<file path="src/rtl/div_sweep_ctrl_if.sv">
// Handshake and signal bundle between a sweep master (configuration side) and div_sweep_ctrl.
// The divider output and the halfdivisor word also travel here so the controller has one bus port.
interface div_sweep_ctrl_if #(
  parameter int NUM_DIVISOR_BITS = 4,
  parameter int DWELL_BITS       = 8
);
  logic                        cfg_valid;
  logic                        cfg_ready;
  logic [NUM_DIVISOR_BITS-1:0] cfg_start;
  logic [NUM_DIVISOR_BITS-1:0] cfg_stop;
  logic [NUM_DIVISOR_BITS-1:0] cfg_step;
  logic [DWELL_BITS-1:0]       cfg_dwell;
  logic                        cfg_cont;
  logic                        abort;
  logic                        div_out;
  logic [NUM_DIVISOR_BITS-1:0] halfdivisor;
  logic                        busy;
  logic                        done;
  logic                        aborted;

  modport master (
    output cfg_valid, cfg_start, cfg_stop, cfg_step, cfg_dwell, cfg_cont, abort, div_out,
    input  cfg_ready, halfdivisor, busy, done, aborted
  );

  modport slave (
    input  cfg_valid, cfg_start, cfg_stop, cfg_step, cfg_dwell, cfg_cont, abort, div_out,
    output cfg_ready, halfdivisor, busy, done, aborted
  );
endinterface

</file>
<file path="src/rtl/div_sweep_ctrl.sv">
// Sweep sequencer for the PLL feedback divider: ramps halfdivisor from start to stop,
// updating it only right after a divider output rising edge so the divider reloads a stable word.
module div_sweep_ctrl #(
  parameter int                          NUM_DIVISOR_BITS = 4,
  parameter int                          DWELL_BITS       = 8,
  parameter logic [NUM_DIVISOR_BITS-1:0] DEFAULT_HALFDIV  = 4'd3
) (
  input  logic              clk,
  input  logic              reset,
  div_sweep_ctrl_if.slave   bus
);

  typedef enum logic [1:0] {
    IDLE  = 2'd0,
    ARM   = 2'd1,
    DWELL = 2'd2,
    DONE  = 2'd3
  } state_t;

  state_t                      r_state;
  logic [NUM_DIVISOR_BITS-1:0] r_halfdiv;
  logic [NUM_DIVISOR_BITS-1:0] r_start;
  logic [NUM_DIVISOR_BITS-1:0] r_stop;
  logic [NUM_DIVISOR_BITS-1:0] r_step;
  logic [DWELL_BITS-1:0]       r_dwell;
  logic [DWELL_BITS-1:0]       r_cnt;
  logic                        r_cont;
  logic                        r_up;
  logic                        r_ready;
  logic                        r_busy;
  logic                        r_done;
  logic                        r_aborted;
  logic                        r_sync1;
  logic                        r_sync2;
  logic                        r_hist;

  logic                        w_edge;
  logic [DWELL_BITS-1:0]       w_effDwell;
  logic                        w_atEnd;
  logic [NUM_DIVISOR_BITS-1:0] w_nextFwd;
  logic [NUM_DIVISOR_BITS-1:0] w_nextRev;

  // Moves one step toward target, clamping at target; compares with an extra bit so nothing wraps.
  function automatic logic [NUM_DIVISOR_BITS-1:0] towards(
    input logic [NUM_DIVISOR_BITS-1:0] cur,
    input logic [NUM_DIVISOR_BITS-1:0] step,
    input logic [NUM_DIVISOR_BITS-1:0] target,
    input logic                        up
  );
    logic [NUM_DIVISOR_BITS:0] sum;
    sum = {1'b0, cur} + {1'b0, step};
    if (up) begin
      towards = (sum >= {1'b0, target}) ? target : sum[NUM_DIVISOR_BITS-1:0];
    end else begin
      towards = ({1'b0, cur} <= ({1'b0, target} + {1'b0, step})) ? target : (cur - step);
    end
  endfunction

  always_ff @(posedge clk or negedge reset) begin
    if (!reset) begin
      r_sync1 <= 1'b0;
      r_sync2 <= 1'b0;
      r_hist  <= 1'b0;
    end else begin
      r_sync1 <= bus.div_out;
      r_sync2 <= r_sync1;
      r_hist  <= r_sync2;
    end
  end

  assign w_edge     = r_sync2 & ~r_hist;
  assign w_effDwell = (r_dwell == '0) ? DWELL_BITS'(1) : r_dwell;
  assign w_atEnd    = (r_halfdiv == r_stop) || (r_step == '0);
  assign w_nextFwd  = towards(r_halfdiv, r_step, r_stop, r_up);
  assign w_nextRev  = towards(r_halfdiv, r_step, r_start, ~r_up);

  // Main sequencer; abort outranks an edge arriving in the same cycle.
  always_ff @(posedge clk or negedge reset) begin
    if (!reset) begin
      r_state   <= IDLE;
      r_halfdiv <= DEFAULT_HALFDIV;
      r_start   <= '0;
      r_stop    <= '0;
      r_step    <= '0;
      r_dwell   <= '0;
      r_cnt     <= '0;
      r_cont    <= 1'b0;
      r_up      <= 1'b1;
      r_ready   <= 1'b1;
      r_busy    <= 1'b0;
      r_done    <= 1'b0;
      r_aborted <= 1'b0;
    end else begin
      r_done    <= 1'b0;
      r_aborted <= 1'b0;
      case (r_state)
        IDLE: begin
          if (bus.cfg_valid && r_ready) begin
            r_start <= bus.cfg_start;
            r_stop  <= bus.cfg_stop;
            r_step  <= bus.cfg_step;
            r_dwell <= bus.cfg_dwell;
            r_cont  <= bus.cfg_cont;
            r_up    <= (bus.cfg_start <= bus.cfg_stop);
            r_ready <= 1'b0;
            r_busy  <= 1'b1;
            r_state <= ARM;
          end
        end
        ARM: begin
          if (bus.abort) begin
            r_aborted <= 1'b1;
            r_ready   <= 1'b1;
            r_busy    <= 1'b0;
            r_state   <= IDLE;
          end else if (w_edge) begin
            r_halfdiv <= r_start;
            r_cnt     <= w_effDwell;
            r_state   <= DWELL;
          end
        end
        DWELL: begin
          if (bus.abort) begin
            r_aborted <= 1'b1;
            r_ready   <= 1'b1;
            r_busy    <= 1'b0;
            r_state   <= IDLE;
          end else if (w_edge) begin
            if (r_cnt > DWELL_BITS'(1)) begin
              r_cnt <= r_cnt - DWELL_BITS'(1);
            end else if (w_atEnd && !r_cont) begin
              r_done  <= 1'b1;
              r_state <= DONE;
            end else if (w_atEnd) begin
              // Turnaround: the original start becomes the new target.
              r_start   <= r_stop;
              r_stop    <= r_start;
              r_up      <= ~r_up;
              r_halfdiv <= w_nextRev;
              r_cnt     <= w_effDwell;
            end else begin
              r_halfdiv <= w_nextFwd;
              r_cnt     <= w_effDwell;
            end
          end
        end
        DONE: begin
          r_ready <= 1'b1;
          r_busy  <= 1'b0;
          r_state <= IDLE;
        end
        default: r_state <= IDLE;
      endcase
    end
  end

  assign bus.cfg_ready   = r_ready;
  assign bus.halfdivisor = r_halfdiv;
  assign bus.busy        = r_busy;
  assign bus.done        = r_done;
  assign bus.aborted     = r_aborted;

endmodule

</file>
<file path="src/flat_wrapper.sv">
// flat-port wrapper written by rule: the top's interface ports become plain ports
module div_sweep_ctrl_flat 
#(
  parameter int                          NUM_DIVISOR_BITS = 4,
  parameter int                          DWELL_BITS       = 8,
  parameter logic [NUM_DIVISOR_BITS-1:0] DEFAULT_HALFDIV  = 4'd3
)
  (clk, reset, bus_cfg_valid, bus_cfg_start, bus_cfg_stop, bus_cfg_step, bus_cfg_dwell, bus_cfg_cont, bus_abort, bus_div_out, bus_cfg_ready, bus_halfdivisor, bus_busy, bus_done, bus_aborted);
  div_sweep_ctrl_if #(.NUM_DIVISOR_BITS(NUM_DIVISOR_BITS), .DWELL_BITS(DWELL_BITS)) bus_i ();
  input  logic clk;
  input  logic reset;
  input wire logic [$bits(bus_i.cfg_valid)-1:0] bus_cfg_valid;
  input wire logic [$bits(bus_i.cfg_start)-1:0] bus_cfg_start;
  input wire logic [$bits(bus_i.cfg_stop)-1:0] bus_cfg_stop;
  input wire logic [$bits(bus_i.cfg_step)-1:0] bus_cfg_step;
  input wire logic [$bits(bus_i.cfg_dwell)-1:0] bus_cfg_dwell;
  input wire logic [$bits(bus_i.cfg_cont)-1:0] bus_cfg_cont;
  input wire logic [$bits(bus_i.abort)-1:0] bus_abort;
  input wire logic [$bits(bus_i.div_out)-1:0] bus_div_out;
  output wire logic [$bits(bus_i.cfg_ready)-1:0] bus_cfg_ready;
  output wire logic [$bits(bus_i.halfdivisor)-1:0] bus_halfdivisor;
  output wire logic [$bits(bus_i.busy)-1:0] bus_busy;
  output wire logic [$bits(bus_i.done)-1:0] bus_done;
  output wire logic [$bits(bus_i.aborted)-1:0] bus_aborted;
  assign bus_i.cfg_valid = bus_cfg_valid;
  assign bus_i.cfg_start = bus_cfg_start;
  assign bus_i.cfg_stop = bus_cfg_stop;
  assign bus_i.cfg_step = bus_cfg_step;
  assign bus_i.cfg_dwell = bus_cfg_dwell;
  assign bus_i.cfg_cont = bus_cfg_cont;
  assign bus_i.abort = bus_abort;
  assign bus_i.div_out = bus_div_out;
  assign bus_cfg_ready = bus_i.cfg_ready;
  assign bus_halfdivisor = bus_i.halfdivisor;
  assign bus_busy = bus_i.busy;
  assign bus_done = bus_i.done;
  assign bus_aborted = bus_i.aborted;
  div_sweep_ctrl #(.NUM_DIVISOR_BITS(NUM_DIVISOR_BITS), .DWELL_BITS(DWELL_BITS), .DEFAULT_HALFDIV(DEFAULT_HALFDIV)) u_core (.clk(clk), .reset(reset), .bus(bus_i));
endmodule
</file>
<file path="config.mk">
export PLATFORM = sky130hd
export DESIGN_NAME = div_sweep_ctrl_flat
export DESIGN_NICKNAME = d
export VERILOG_FILES = /design/src/rtl/div_sweep_ctrl_if.sv /design/src/rtl/div_sweep_ctrl.sv /design/src/flat_wrapper.sv
export SDC_FILE = /design/constraint.sdc
export NUM_CORES = 1
export LEC_CHECK = 0
export ABC_AREA = 1
export CORE_MARGIN = 8
export CORE_UTILIZATION = 50
export CTS_CLUSTER_SIZE = 24
export DETAILED_ROUTE_END_ITERATION = 10
export PLACE_DENSITY = 0.73
export SYNTH_ARGS = -nofsm -noshare
export SYNTH_HDL_FRONTEND = slang
export SYNTH_SLANG_ARGS = --single-unit
</file>
<file path="constraint.sdc">
create_clock -name clk -period 4.9 [get_ports clk]
set_clock_uncertainty 0.05 [all_clocks]
set_input_delay 1.225 -clock clk [delete_from_list [all_inputs] [get_ports clk]]
set_output_delay 1.225 -clock clk [all_outputs]
set_load 0.05 [all_outputs]
</file>
==> impl_metrics.csv <==
group,metric,value,unit
setup_path,critical-path-max-stage-delay,0.85,ns
cells_and_area,clock_buffer_count,8,
setup_path,timing.critical_path.from_type,"flip-flop",
setup_path,timing.critical_path.to,"bus_halfdivisor[1]",
cells_and_area,finish.cell_count_without_fillers,630,
setup_path,worstRegToRegCells,16,
power,design_power_total,0.6426,mW
clock_tree,tritoncts_num_sinks,43,
power,power_leakage,2.009,nW
routing,routedWlPerCell,13.64,um
cells_and_area,fill_cell_total_of_the_finished_layout,719,
routing,ant_nets,0,
synthesis,synth_nets,570,
final_timing,setup_viol_count_final,0,
synthesis,synth_dominant_cell_count,"nand2_1",
cells_and_area,antennaDiodeCount,0,
final_timing,rsz0062_at_grt,"false",
cells_and_area,seq_share,26.35,%
clock_tree,postCtsSetupBuffers,0,
final_timing,relSlewSlack,36.75,%
place,dp_slack,1.955,ns
global_route,track_usage,18.08,%
clock_tree,worstSkewPairLatency,0.30,ns
cells_and_area,final_cell_mix,"nand2_1 (137), inv_1 (72), nor2_1 (45)",
routing,drtIter0Drc,160,
cells_and_area,nonClkBufAreaFrac,7.929,%
routing,first_pass_iters,5,
cells_and_area,flop-count,43,
power,seq_power_share,55.5,%
cells_and_area,layout.comb_gates.multi_input,372,
floorplanning,tapcell_cnt,99,
final_timing,totalNegativeSetupSlack,0,ns
power,power.share.clock,38.5,%
setup_path,worst_r2r_endpoint,"u_core.bus.halfdivisor[0]",
power,power-top-group,"registers",
place,placed_cell_area,4003,sq um
run,cap_viol_max_count,0,
min_path,hold_crit_class,"flip-flop to flip-flop",
clock_tree,htreeDepth,2,
synthesis,cell_total_in_the_yosys_stat_output,500,
setup_path,setup.reg_to_reg.worst_slack,2.04,ns
power,switching_share,21.20,%
cells_and_area,layout_top_registers,"u_core.r_cnt: 8 flops, u_core.r_dwell: 8 flops",
final_timing,worst_slack,1.805,ns
power,power_per_cell_area,156.6,nW/um^2
cells_and_area,combAreaFraction,53.40,%
min_path,startpoint_of_the_lowest_slack_hold_path,"u_core.r_sync1",
synthesis,netlist_top_cells_area,"dfrtp_1 (27%), nand2_1 (14%), ha_1 (14%), inv_1 (7.5%), nor2_1 (4.7%)",
synthesis,yosysUniqueCellTypes,37,
synthesis,synth_sequential_area_ratio,29.82,%
power,powerClk,0.247,mW
clock_tree,cts_tree,"done",
run_status,run_status,"finished clean",
routing,post-route-drc-count,0,
setup_path,cp_data_arrival_time,1.82,ns
routing,postRouteWirelength,8592,um
final_timing,worst_pin_slew,0.9487,ns
run,total_tool_warning_count,32,
global_route,grt_max_degree,44,
cells_and_area,final-comb-area,2191,sq um
floorplanning,floorplan.die_area,10230,sq um
place,port-buffer-count,33,
place,detailedPlacementHpwl,6746,um
cells_and_area,sequential_cell_area,1081,sq um
cells_and_area,number_of_ordinary_inverters_in_the_final_layout,75,
global_route,grt_overflow,0,
min_path,timing.hold.worst_path_depth,0,
synthesis,syn_avg_cell_area,7.249,sq um
synthesis,async_reset_ff_share,100.0,%
floorplanning,chipHeight,101.1,um
power,power.ir.vdd_worst,0.1438,mV
final_timing,worst_hold_slack,0.3166,ns
power,intPower,0.5063,mW
place,count_of_placed_standard_cells_including_taps,622,
setup_path,required,3.62,ns
synthesis,enable_flop_cells,0,
synthesis,ys.flops,43,
final_timing,timing.final.max_slew_violations,0,
synthesis,synthesis.yosys.warnings,0,
global_route,first_global_vias,3252,
setup_path,critical_path.startpoint,"u_core.bus.halfdivisor[1]",
cells_and_area,fraction_of_final_layout_cells_with_drive_strength_greater_than_1,6.968,%
floorplanning,die_width,101.1,um
floorplanning,fp-utilization,50.79,%
floorplanning,std_cell_rows,31,
setup_path,worstReg2RegStart,"u_core.r_step[1]",
setup_path,path_depth,1,
setup_path,path_class,"flip-flop to output port",
power,p_comb,0.0389,mW
routing,vias_per_cell,5.170,
cells_and_area,area_share_clock_buf_inv,2.440,%
final_timing,final_cycle_share,63.16,%
final_timing,fmax,0.3231,GHz
cells_and_area,fin_area,4103,sq um
cells_and_area,net_count_reported_at_finish,600,
routing,route.vias.total,3257,
setup_path,cpMaxStageDelayCell,"clkdlybuf4s50_1",
setup_path,crit_buf_inv,1,
cells_and_area,mostFrequentLayoutCell,"nand2_1",
final_timing,fin_crit,3.095,ns
synthesis,synthesis.area,3625,sq um
synthesis,synthDominantAreaCellType,"dfrtp_1",
place,finalWeightedCongestion,0.9071,
clock_tree,postcts_resize_cnt,0,
power,power.sequential.total,0.356,mW
min_path,worst_hold_path.endpoint,"u_core.r_sync2",
clock_tree,cts.path.max_buffers,2,
synthesis,synth.top_cells.by_count,"nand2_1 (137), inv_1 (72), nor2_1 (45)",
setup_path,worstPathCellList,"clkdlybuf4s50_1",
global_route,antenna_found_initial,0,
floorplanning,core_region_area,7137,sq um
clock_tree,cts_root_buf,"clkbuf_8",
floorplanning,ios,34,
synthesis,synthDominantCellAreaShare,26.92,%
clock_tree,tritoncts.num_buffers,5,
setup_path,crit_fanout,8,
power,gate_power_share,6.0,%
final_timing,report.final.hold_viol_count,0,
cells_and_area,flow.area_growth_from_synthesis,13.19,%
setup_path,endpoint_kind,"output port",
cells_and_area,signal_buffers,33,
synthesis,ff_type,"dfrtp_1",
clock_tree,cts.reportedPaths.clkPinSlew,0.08,ns
synthesis,postSynthCellCount,500,
synthesis,ys_chip_area,3625,sq um
setup_path,path_delay_family,"buffers and inverters",
power,power.net_switching,0.1363,mW
global_route,wire_length_of_the_first_global_routing_pass,15030,um
cells_and_area,top_area_cell_class,"combinational gates",
clock_tree,cts_hold_buffers,0,
-- cell families after synthesis --
family                     Yosys count  share of synthesized area [%]
and+or+nand+nor                    235                          28.34
AOI/OAI and AO/OA                   72                          10.49
adders and majority gates           44                          16.02
buffers and inverters               85                          9.734
DFF                                 43                          29.82
xor gates and xnor gates            13                          3.141
muxes                                8                          2.451
-- layer usage --
| layer | global-route usage [%] | vias to the layer above | wire [um] |
|---|---|---|---|
| met5 | 0 | - | 0 |
| met1 | 22.09 | 1522 | 3846 |
| met3 | 2.680 | 14 | 387 |
| met4 | 5.842 | 0 | 148 |
| met2 | 31.73 | 70 | 4209 |
| li1 | - | 1651 | - |
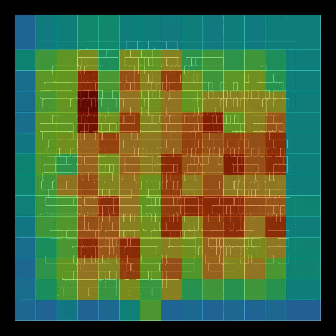
Fig. 1. Routing congestion map.
routing usage on met2: 31.73%
utilization after layout: 57.49%

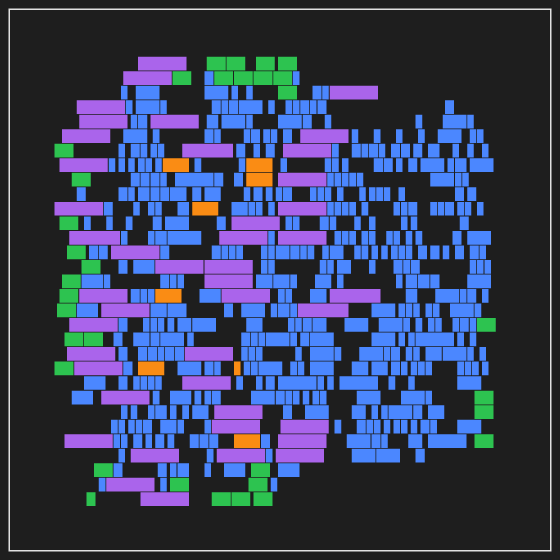
Fig. 2. Placed cells, one color a class.
all other logic -> blue  # cells 447, share of their area 62%
flops -> purple  # cells 43, share of their area 27%
clock drivers and dummy loads -> orange  # cells 8, share of their area 2.5%
other buffers and delay cells -> green  # cells 33, share of their area 8.2%

Power is estimated from default activity; no workload was simulated.
